## src/rtl/ifu_fetch.sv

```systemverilog
// Instruction-fetch stage: owns the fetch PC, issues word fetches and queues returned instructions.
// Optional performance counters are enabled by defining IFU_PERF_CNT_EN.
module ifu_fetch #(
  parameter logic [63:0] RESET_PC = 64'h8000_0000,
  parameter int unsigned DEPTH    = 2
) (
  input  logic        clk,
  input  logic        rst,
  input  logic        flush_nop,
  input  logic [63:0] redirect_pc,
  input  logic        hazard_nop,
  output logic        imem_req,
  output logic [63:0] imem_addr,
  input  logic        imem_gnt,
  input  logic        imem_rvalid,
  input  logic [31:0] imem_rdata,
  output logic [31:0] ifu_instr,
  output logic [63:0] ifu_pc,
  output logic [63:0] ifu_snxt_pc,
  output logic        ifu_valid,
`ifdef IFU_PERF_CNT_EN
  output logic        instr_valid,
  output logic [63:0] perf_fetch_cnt,
  output logic [63:0] perf_stall_cnt
`else
  output logic        instr_valid
`endif
);

  localparam int unsigned PW = (DEPTH > 1) ? $clog2(DEPTH) : 1;
  localparam int unsigned CW = PW + 1;

  logic [63:0]   r_fetch_pc;
  logic [63:0]   r_deq_pc;
  logic [31:0]   r_q [DEPTH];
  logic [PW-1:0] r_rd_ptr;
  logic [PW-1:0] r_wr_ptr;
  logic [CW-1:0] r_count;
  logic [CW-1:0] r_outst;
  logic [CW-1:0] r_drop;

  logic [CW:0]   w_sum;
  logic          w_cap_ok;
  logic          w_grant;
  logic          w_pop;
  logic          w_push;
  logic          w_discard;
  logic [63:0]   w_redir;

  // Outstanding fetches include those still to be dropped, so this one cap covers both cases.
  assign w_sum     = {1'b0, r_outst} + {1'b0, r_count};
  assign w_cap_ok  = w_sum < (CW+1)'(DEPTH);
  assign imem_req  = ~rst & ~flush_nop & w_cap_ok;
  assign imem_addr = r_fetch_pc;

  assign ifu_valid   = (r_count != '0);
  assign ifu_instr   = r_q[r_rd_ptr];
  assign ifu_pc      = r_deq_pc;
  assign ifu_snxt_pc = r_deq_pc + 64'd4;
  assign instr_valid = ifu_valid & ~hazard_nop & ~flush_nop;

  assign w_grant   = imem_req & imem_gnt;
  assign w_pop     = instr_valid;
  assign w_push    = imem_rvalid & ~flush_nop & (r_drop == '0);
  assign w_discard = imem_rvalid & ~flush_nop & (r_drop != '0);
  assign w_redir   = redirect_pc & ~64'h3;

  always_ff @(posedge clk or posedge rst) begin
    if (rst) begin
      r_fetch_pc <= RESET_PC;
      r_deq_pc   <= RESET_PC;
      r_rd_ptr   <= '0;
      r_wr_ptr   <= '0;
      r_count    <= '0;
      r_outst    <= '0;
      r_drop     <= '0;
      for (int i = 0; i < int'(DEPTH); i++) begin
        r_q[i] <= '0;
      end
    end else if (flush_nop) begin
      // No grant can occur here; a response arriving this cycle is consumed by the flush.
      r_fetch_pc <= w_redir;
      r_deq_pc   <= w_redir;
      r_rd_ptr   <= '0;
      r_wr_ptr   <= '0;
      r_count    <= '0;
      r_outst    <= r_outst - CW'(imem_rvalid);
      r_drop     <= r_outst - CW'(imem_rvalid);
    end else begin
      if (w_grant) begin
        r_fetch_pc <= r_fetch_pc + 64'd4;
      end
      if (w_pop) begin
        r_deq_pc <= r_deq_pc + 64'd4;
        r_rd_ptr <= r_rd_ptr + PW'(1);
      end
      if (w_push) begin
        r_q[r_wr_ptr] <= imem_rdata;
        r_wr_ptr      <= r_wr_ptr + PW'(1);
      end
      if (w_discard) begin
        r_drop <= r_drop - CW'(1);
      end
      r_count <= r_count + CW'(w_push) - CW'(w_pop);
      r_outst <= r_outst + CW'(w_grant) - CW'(imem_rvalid);
    end
  end

`ifdef IFU_PERF_CNT_EN
  logic [63:0] r_perf_fetch;
  logic [63:0] r_perf_stall;

  always_ff @(posedge clk or posedge rst) begin
    if (rst) begin
      r_perf_fetch <= '0;
      r_perf_stall <= '0;
    end else begin
      if (instr_valid) begin
        r_perf_fetch <= r_perf_fetch + 64'd1;
      end
      if (~ifu_valid & ~flush_nop) begin
        r_perf_stall <= r_perf_stall + 64'd1;
      end
    end
  end

  assign perf_fetch_cnt = r_perf_fetch;
  assign perf_stall_cnt = r_perf_stall;
`endif

endmodule

```

## config.mk

```make
export PLATFORM = sky130hd
export DESIGN_NAME = ifu_fetch
export DESIGN_NICKNAME = d
export VERILOG_FILES = /design/src/rtl/ifu_fetch.sv
export SDC_FILE = /design/constraint.sdc
export NUM_CORES = 1
export LEC_CHECK = 0
export CORE_MARGIN = 5
export CORE_UTILIZATION = 25
export DETAILED_ROUTE_END_ITERATION = 6
export HOLD_SLACK_MARGIN = 0.03
export PLACE_DENSITY = 0.58
export SETUP_SLACK_MARGIN = 0.05
export SYNTH_ARGS = -nofsm -noshare
export SYNTH_HDL_FRONTEND = slang
export SYNTH_SLANG_ARGS = --single-unit
```

## constraint.sdc

```tcl
create_clock -name clk -period 6.76 [get_ports clk]
set_input_delay 1.352 -clock clk [delete_from_list [all_inputs] [get_ports clk]]
set_output_delay 1.352 -clock clk [all_outputs]
set_load 0.005 [all_outputs]
```

**Run 1: met1 routing**

Scale bar: 50 um.
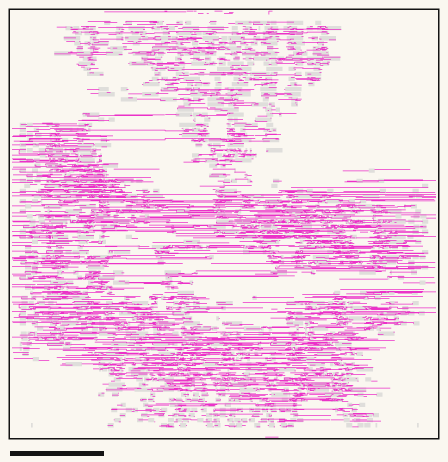
longest straight run	103 um
share of all routed wire	45%

**Run 1: metal 2**

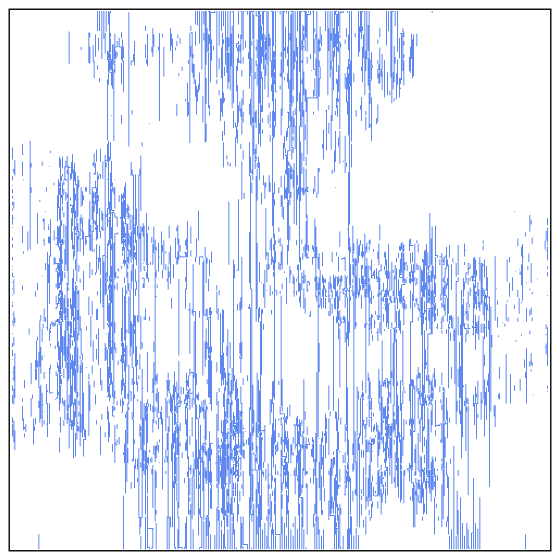
nets with wire on the layer	1437
main direction	vertical
longest straight run	80.4 um

**Run 1: signal wires on met3**

Scale bar: 50 um.
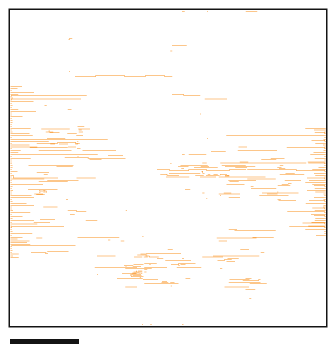
longest straight run	71.6 um
main direction	horizontal
share of all routed wire	6.9%
wire length on this layer	3440 um
nets with wire on the layer	286

**Run 1: the metal 4 layer**

Scale bar: 50 um.
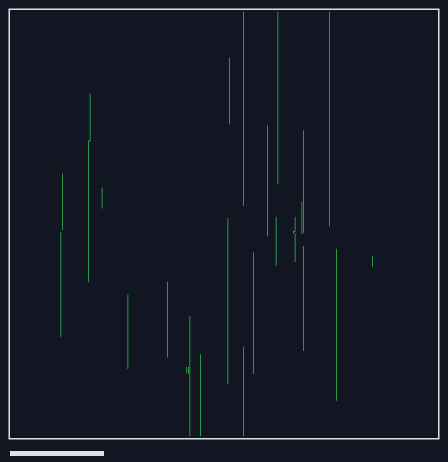
wire length on this layer	1260 um
share of all routed wire	2.5%
main direction	vertical

==> reports/qor.yml, run 1 <==
status: "completed"
critical_path_destination: "ifu_snxt_pc[50]"
critical_path.cell_chain: "ha_1 -> nand3_1 -> nor4_2 -> nand4_1 -> nor2_1 -> xor2_1 -> clkdlybuf4s50_1"
worst-slew-pin-transition_ns: 1.15
top_power_group: "sequential cells"
fin_total_pwr_mw: 4.15
chip_area_mm2: 0.0523
fp.coreArea_mm2: 0.0475
lay_top_cells: "sky130_fd_sc_hd__clkdlybuf4s50_1, sky130_fd_sc_hd__dfrtp_1, sky130_fd_sc_hd__mux2_2"
cp_top_family: "simple AND/OR/NAND/NOR gates"
rsz0062_at_grt: "false"
power_sequential_mw: 1.69
power_density_mw_per_mm2: 253
critPathMaxFanout: 7
hold_end: "r_q[23]"
holdCritPathClass: "flop to flop"
n_sequential_cell: 196
netlist_instances: 1250
vdd.ir_drop.worst_mv: 0.128
numClockSinks: 196
worst_hold_path.num_cells: 1
sequential_cell_area_mm2: 0.00491
detailedRoute.firstIterationViolations: 1033
r2r_setup_slack_ns: 2.72
groute.layer.met3.usage: 0.0396
largest_register_ff_count: 64
post-route-worst-setup-slack_ns: 1.30
sequentialPowerShare: 0.407
setup_viol_count_final: 0
global_routing_usage_summed_across_all_routing_layers: 0.185
fin_crit_ns: 5.46
io_buffer_count: 320
pwr.group.clock_mw: 1.10
number_of_antenna_repair_diodes: 0
finalWirelength_um: 49700
synthesis.yosys.warnings: 0
finalWeightedCongestion: 0.889
routed-wl-met3_um: 3440
routed-wl-met2_um: 22700
grt-busiest-layer: "met2"
final-nonclk-buf-share: 0.204
## run 1: cell usage after synthesis (3+ instances only)
master,n
sky130_fd_sc_hd__a211oi_1,11
sky130_fd_sc_hd__a21boi_0,5
sky130_fd_sc_hd__a21oi_1,12
sky130_fd_sc_hd__a31oi_1,29
sky130_fd_sc_hd__and2_1,10
sky130_fd_sc_hd__and3_1,17
sky130_fd_sc_hd__and4_1,13
sky130_fd_sc_hd__buf_1,5
sky130_fd_sc_hd__buf_4,6
sky130_fd_sc_hd__buf_6,3
sky130_fd_sc_hd__clkbuf_1,66
sky130_fd_sc_hd__dfrtp_1,194
sky130_fd_sc_hd__ha_1,8
sky130_fd_sc_hd__inv_1,20
sky130_fd_sc_hd__mux2_2,128
sky130_fd_sc_hd__nand2_1,98
sky130_fd_sc_hd__nand2b_1,10
sky130_fd_sc_hd__nand3_1,69
sky130_fd_sc_hd__nand4_1,80
sky130_fd_sc_hd__nor2_1,83
sky130_fd_sc_hd__nor3_1,47
sky130_fd_sc_hd__nor4_1,37
sky130_fd_sc_hd__nor4_2,3
sky130_fd_sc_hd__nor4_4,3
sky130_fd_sc_hd__o211ai_1,13
sky130_fd_sc_hd__o21ai_0,37
sky130_fd_sc_hd__o311ai_0,11
sky130_fd_sc_hd__o31a_1,6
sky130_fd_sc_hd__o31ai_1,18
sky130_fd_sc_hd__or2_2,5
sky130_fd_sc_hd__or3_1,18
sky130_fd_sc_hd__or4_1,29
sky130_fd_sc_hd__xnor2_1,72
sky130_fd_sc_hd__xor2_1,53
## run 1: worst reg2reg max path, delay by kind of cell, from the launching register on
family,cells,cell delay (ns)
DFF,1,0.41
adders and majority gates,3,1.13
buffers and inverters,2,0.69
and+or+nand+nor,3,1.25
xor gates and xnor gates,2,0.29
AOI/OAI and AO/OA,1,0.19
**Run 1: clock routing**

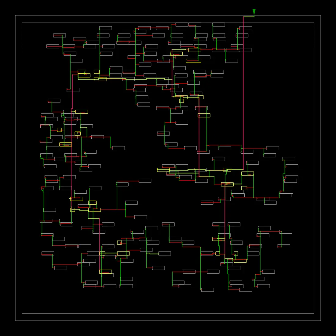

==> run 2, diff against run 1 <==
Clock period 6.76 ns to 4.9 ns, I/O delays scaled along.
**Run 2: clock routing**

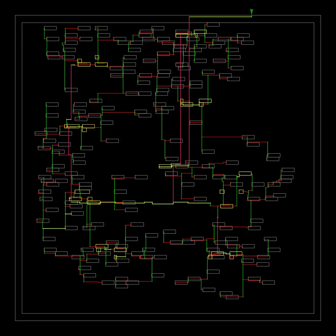
clk_buf instances: 18
sequential cell count: 196

**Run 2: metal 2**

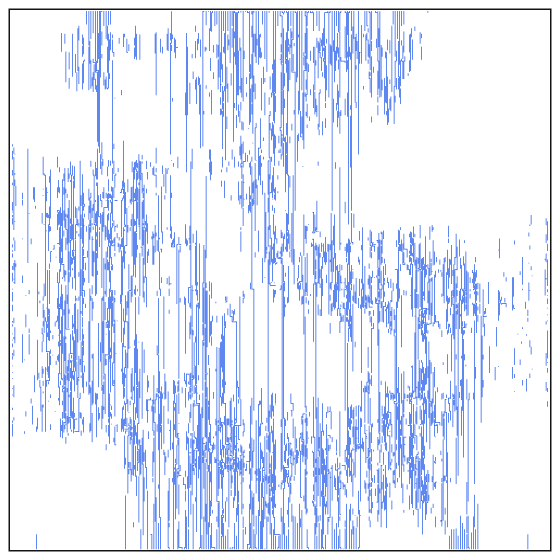
nets with wire on the layer	1467
main direction	vertical
wire length on this layer	22.8 mm
longest straight run	89.6 um
share of all routed wire	46%

==> run 2 against run 1 <==
Cell count increased by 0.65%. Combinational power increased by 39%. Die area unchanged. Hold slack better by 0.0016 ns. Cell area is 0.30% higher. Largest power group unchanged. Setup slack got worse by 1.0 ns. Non-clock buffer count rose by 13. Via count increased by 0.43%. Register-to-register slack lost 1.2 ns. Synthesized area did not move. Clock skew shrank 0.0076 ns. Power up 36%.
==> reports/qor.yml, run 2 <==
status: "completed"
grt_start_max_net_pins: 104
finalMaxSlewViolations: 0
worst_path_buffer_plus_inverter_count: 2
drv.max_cap_violation_count: 0
fin_crit_ns: 4.64
detailedRoute.firstIterationViolations: 955
registers.top_by_ff_count: "r_q"
fp.coreArea_mm2: 0.0475
holdCritPathClass: "flop to flop"
global_routing_usage_summed_across_all_routing_layers: 0.186
post-route-worst-setup-slack_ns: 0.263
synthFlopType: "sky130_fd_sc_hd__dfrtp_1"
synthesis.yosys.warnings: 0
hold_fix_buffers_at_cts: 0
largest_register_ff_count: 64
routed_wire_length_per_instance_um: 22.9
netlist_instances: 1250
worst-slew-pin-transition_ns: 1.17
final_core_utilization: 0.346
routed-via-count: 11500
dpl.cell_count: 2143
yosys-stat-area_mm2: 0.0119
power_density_mw_per_mm2: 343
synth_area_leader_cell: "sky130_fd_sc_hd__dfrtp_1"
numClockSinks: 196
lay_top_cells: "sky130_fd_sc_hd__clkdlybuf4s50_1, sky130_fd_sc_hd__dfrtp_1, sky130_fd_sc_hd__mux2_2"
finalWirelength_um: 49700
die_width_um: 229
vdd.ir_drop.worst_mv: 0.204
cts_htree_levels: 4
fin_total_pwr_mw: 5.63
most_common_cell: "sky130_fd_sc_hd__dfrtp_1"
synth.cell_area_mm2: 0.0119
common_cells: "sky130_fd_sc_hd__dfrtp_1, sky130_fd_sc_hd__mux2_2, sky130_fd_sc_hd__nand2_1, sky130_fd_sc_hd__nor2_1, sky130_fd_sc_hd__nand4_1"
setup_viol_count_final: 0
critPathMaxFanout: 9
rsz0062_at_grt: "false"
finalWeightedCongestion: 0.893
final_layout_top_logic_cell: "sky130_fd_sc_hd__clkdlybuf4s50_1"
final-instance-count-excl-fill: 2176
cp_top_family: "simple AND/OR/NAND/NOR gates"
final_net_count: 1658
required_ns: 3.92
critical_path.cell_chain: "ha_1 -> nand3_1 -> nor4_2 -> buf_4 -> and2_1 -> nand4_1 -> xnor2_1 -> clkdlybuf4s50_1"
chip_area_mm2: 0.0523
io_buffer_count: 320
-- run 2: cell counts after synthesis --
No cell type changed its count.
-- run 2: routing by layer --
layer | global-route usage | vias to the layer above | share of wire
met4 | 0.0679 | 6 | 0.030
met3 | 0.0497 | 65 | 0.074
met1 | 0.248 | 5761 | 0.44
met5 | 0 | - | 0.00068
met2 | 0.289 | 469 | 0.46
li1 | - | 5224 | -
-- run 2: cell type report --
type | instances | area [um^2]
tap | 615 | 769
timing repair buffer | 353 | 3460
sequential | 196 | 4910
multi-input combinational | 958 | 6650
antenna | 1 | 2.50
clock inverter | 14 | 129
clock buffer | 18 | 429
fill | 4848 | 31100
inverter | 21 | 85.1
-- run 2: power breakdown --
| part | total (mW) | internal (mW) | switching, mW | leakage [nW] |
|---|---|---|---|---|
| registers | 2.32 | 1.97 | 0.350 | 2.37 |
| logic | 1.89 | 1.14 | 0.750 | 3.48 |
| clock network | 1.42 | 0.707 | 0.708 | 0.267 |
| total | 5.63 | 3.82 | 1.81 | 6.12 |
-- run 2: path summary, 6_finish.rpt --
check                                   to  slack (ns)  cells past startpoint       start
setup / recovery           ifu_snxt_pc[62]        0.26                      8   ifu_pc[2]
hold / removal                      r_q[9]        0.50                      1      r_q[9]
setup reg to reg             imem_addr[27]        1.49                      8  r_count[0]
hold reg to reg                     r_q[9]        0.50                      1      r_q[9]
max in group asynchronous       ifu_pc[56]        2.86                      3         rst
min in group asynchronous          r_q[62]        1.04                      2         rst
-- run 2: kinds of logic (layout without fill, tap and decap cells) --
group                    Yosys count  after routing
AND-OR/OR-AND                    159            159
flip-flops                       196            196
XOR/XNOR                         125            125
AND/OR/NAND/NOR                  531            531
multiplexers                     128            128
other                              1              7
adder cells (fa/ha/maj)            9              9
buffers and inverters            101            406
**Run 2: signal wires on met3**

Scale bar: 50 um.
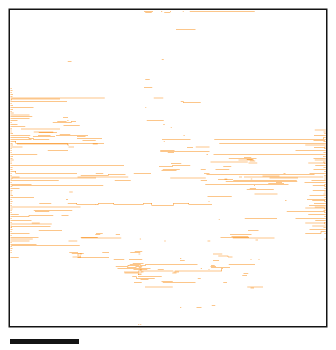

==> run 3, diff against run 2 <==
Settings changed: GPL_TIMING_DRIVEN set to 0.
**Run 3: signal wires on met3**

Scale bar: 50 um.
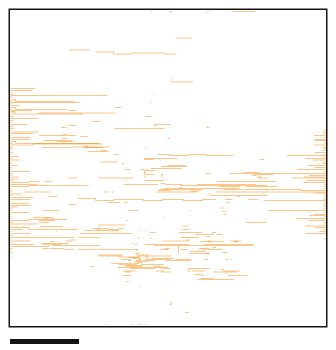
main direction	horizontal
wire length on this layer	4150 um
share of all routed wire	7.6%
nets with wire on the layer	310
longest straight run	71.8 um

**Run 3: the metal 4 layer**

Scale bar: 50 um.
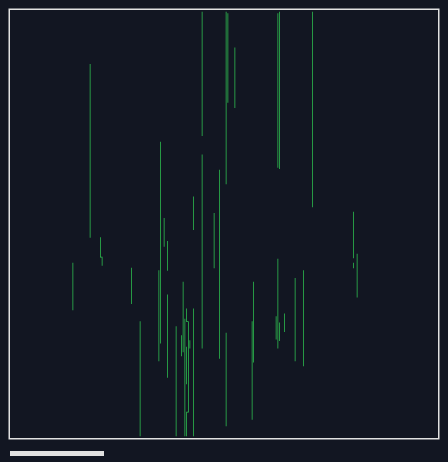
longest straight run	107 um
main direction	vertical
share of all routed wire	3.5%

==> run 3 against run 2 <==
Clock power grew 4%. Count of clock-buffer cells in the layout up 1. Via count is 4.7% higher. Setup slack lost 0.090 ns. Flip-flop count unchanged. Critical path type unchanged. Register-to-register slack lost 0.61 ns. Critical path depth shrank 2. Cell count is 2.6% higher. Synthesized cell count did not move. Combinational power grew 5%.
==> reports/qor.yml, run 3 <==
reg2reg_depth: 13
critPathMaxFanout: 9
grt_start_max_net_pins: 39
n_sequential_cell: 196
numClockSinks: 196
cp_top_family: "simple AND/OR/NAND/NOR gates"
num-nonclk-buffers: 408
die_width_um: 229
detailedRoute.firstIterationViolations: 1099
chip_area_mm2: 0.0523
sh_seq_area: 0.293
most_common_cell: "sky130_fd_sc_hd__dfrtp_1"
rsz0062_at_grt: "false"
r2r_setup_slack_ns: 0.88
synth_area_leader_cell: "sky130_fd_sc_hd__dfrtp_1"
power_sequential_mw: 2.29
cts_htree_levels: 4
routed_wire_length_per_instance_um: 24.6
tap-cell-count: 615
logic_gate_count: 958
number_of_antenna_repair_diodes: 3
crit-reg2reg-capture: "r_outst[1]"
synthesis.yosys.warnings: 0
finalWeightedCongestion: 0.932
worst-path-stages: 6
vdd.ir_drop.worst_mv: 0.221
top_power_group: "sequential cells"
fin_crit_ns: 4.73
clk_share: 0.0350
combAreaFraction: 0.401
final_layout_top_logic_cell: "sky130_fd_sc_hd__clkdlybuf4s50_1"
power.net_switching_mw: 1.86
final-comb-area_mm2: 0.00672
n_clock_buffer: 19
power_density_mw_per_mm2: 344
registers.top_by_ff_count: "r_q"
worst_path_buffer_plus_inverter_count: 2
netlist_instances: 1250
global_routing_usage_summed_across_all_routing_layers: 0.204
layout.filler_cells: 4825
power.share.combinational: 0.346
critical_path.cell_chain: "buf_1 -> nand4_1 -> nor4_1 -> nand4_1 -> xnor2_1 -> clkdlybuf4s50_1"
largest_register_ff_count: 64
status: "completed"
yosys-stat-area_mm2: 0.0119
holdCritPathClass: "flop to flop"
drv.max_cap_violation_count: 0
## run 3: how the worst min path moves through the flow
stage,startpoint,to,slack [ns]
2_1_floorplan,r_q[10],r_q[10],0.47
3_3_place_gp,r_q[0],r_q[0],0.48
3_5_place_dp,r_q[17],r_q[17],0.49
4_1_cts,r_q[24],r_q[24],0.51
5_1_grt,r_q[53],r_q[53],0.52
6_report,r_q[25],r_q[25],0.50
## run 3: through the flow
| step | hold WS, ns | cells | setup TNS, ns | power (mW) | worst slack, ns |
|---|---|---|---|---|---|
| after floorplan | 0.474 | 1255 | 0 | 3.16 | 1.39 |
| after global placement | 0.481 | 2189 | -81.91 | 4.26 | -0.434 |
| after detailed placement | 0.490 | 2194 | 0 | 4.32 | 0.0296 |
| after CTS | 0.507 | 2226 | 0 | 5.82 | 0.0125 |
| after global routing | 0.517 | 2231 | 0 | 6.06 | 0.0688 |
| final | 0.504 | 2233 | 0 | 5.77 | 0.173 |
## run 3: cell families (layout without fill, tap and decap cells)
| logic type | count (synthesis) | count (layout) | synth area share |
|---|---|---|---|
| flops | 196 | 196 | 0.411 |
| mux | 128 | 128 | 0.121 |
| compound gates | 159 | 159 | 0.0905 |
| buf+inv | 101 | 461 | 0.0355 |
| simple gates | 531 | 531 | 0.241 |
| fa+ha+maj | 9 | 9 | 0.0101 |
| other cells | 1 | 9 | 0.000314 |
| xor+xnor | 125 | 125 | 0.0916 |
## run 3: metal layers
layer / up-vias / track usage / share of wire
li1: 5340 / - / -
met2: 579 / 0.309 / 0.44
met5: - / 0 / 0.00057
met4: 4 / 0.0717 / 0.035
met3: 89 / 0.0532 / 0.076
met1: 6059 / 0.282 / 0.45
## run 3: repair_timing
item,4_1_cts,5_1_grt
setup endpoints to repair,35,20
pin swaps,3,3
resized,9,9
hold buffers,0,0
buffers inserted,1,4
Power is estimated from default activity; no workload was simulated.
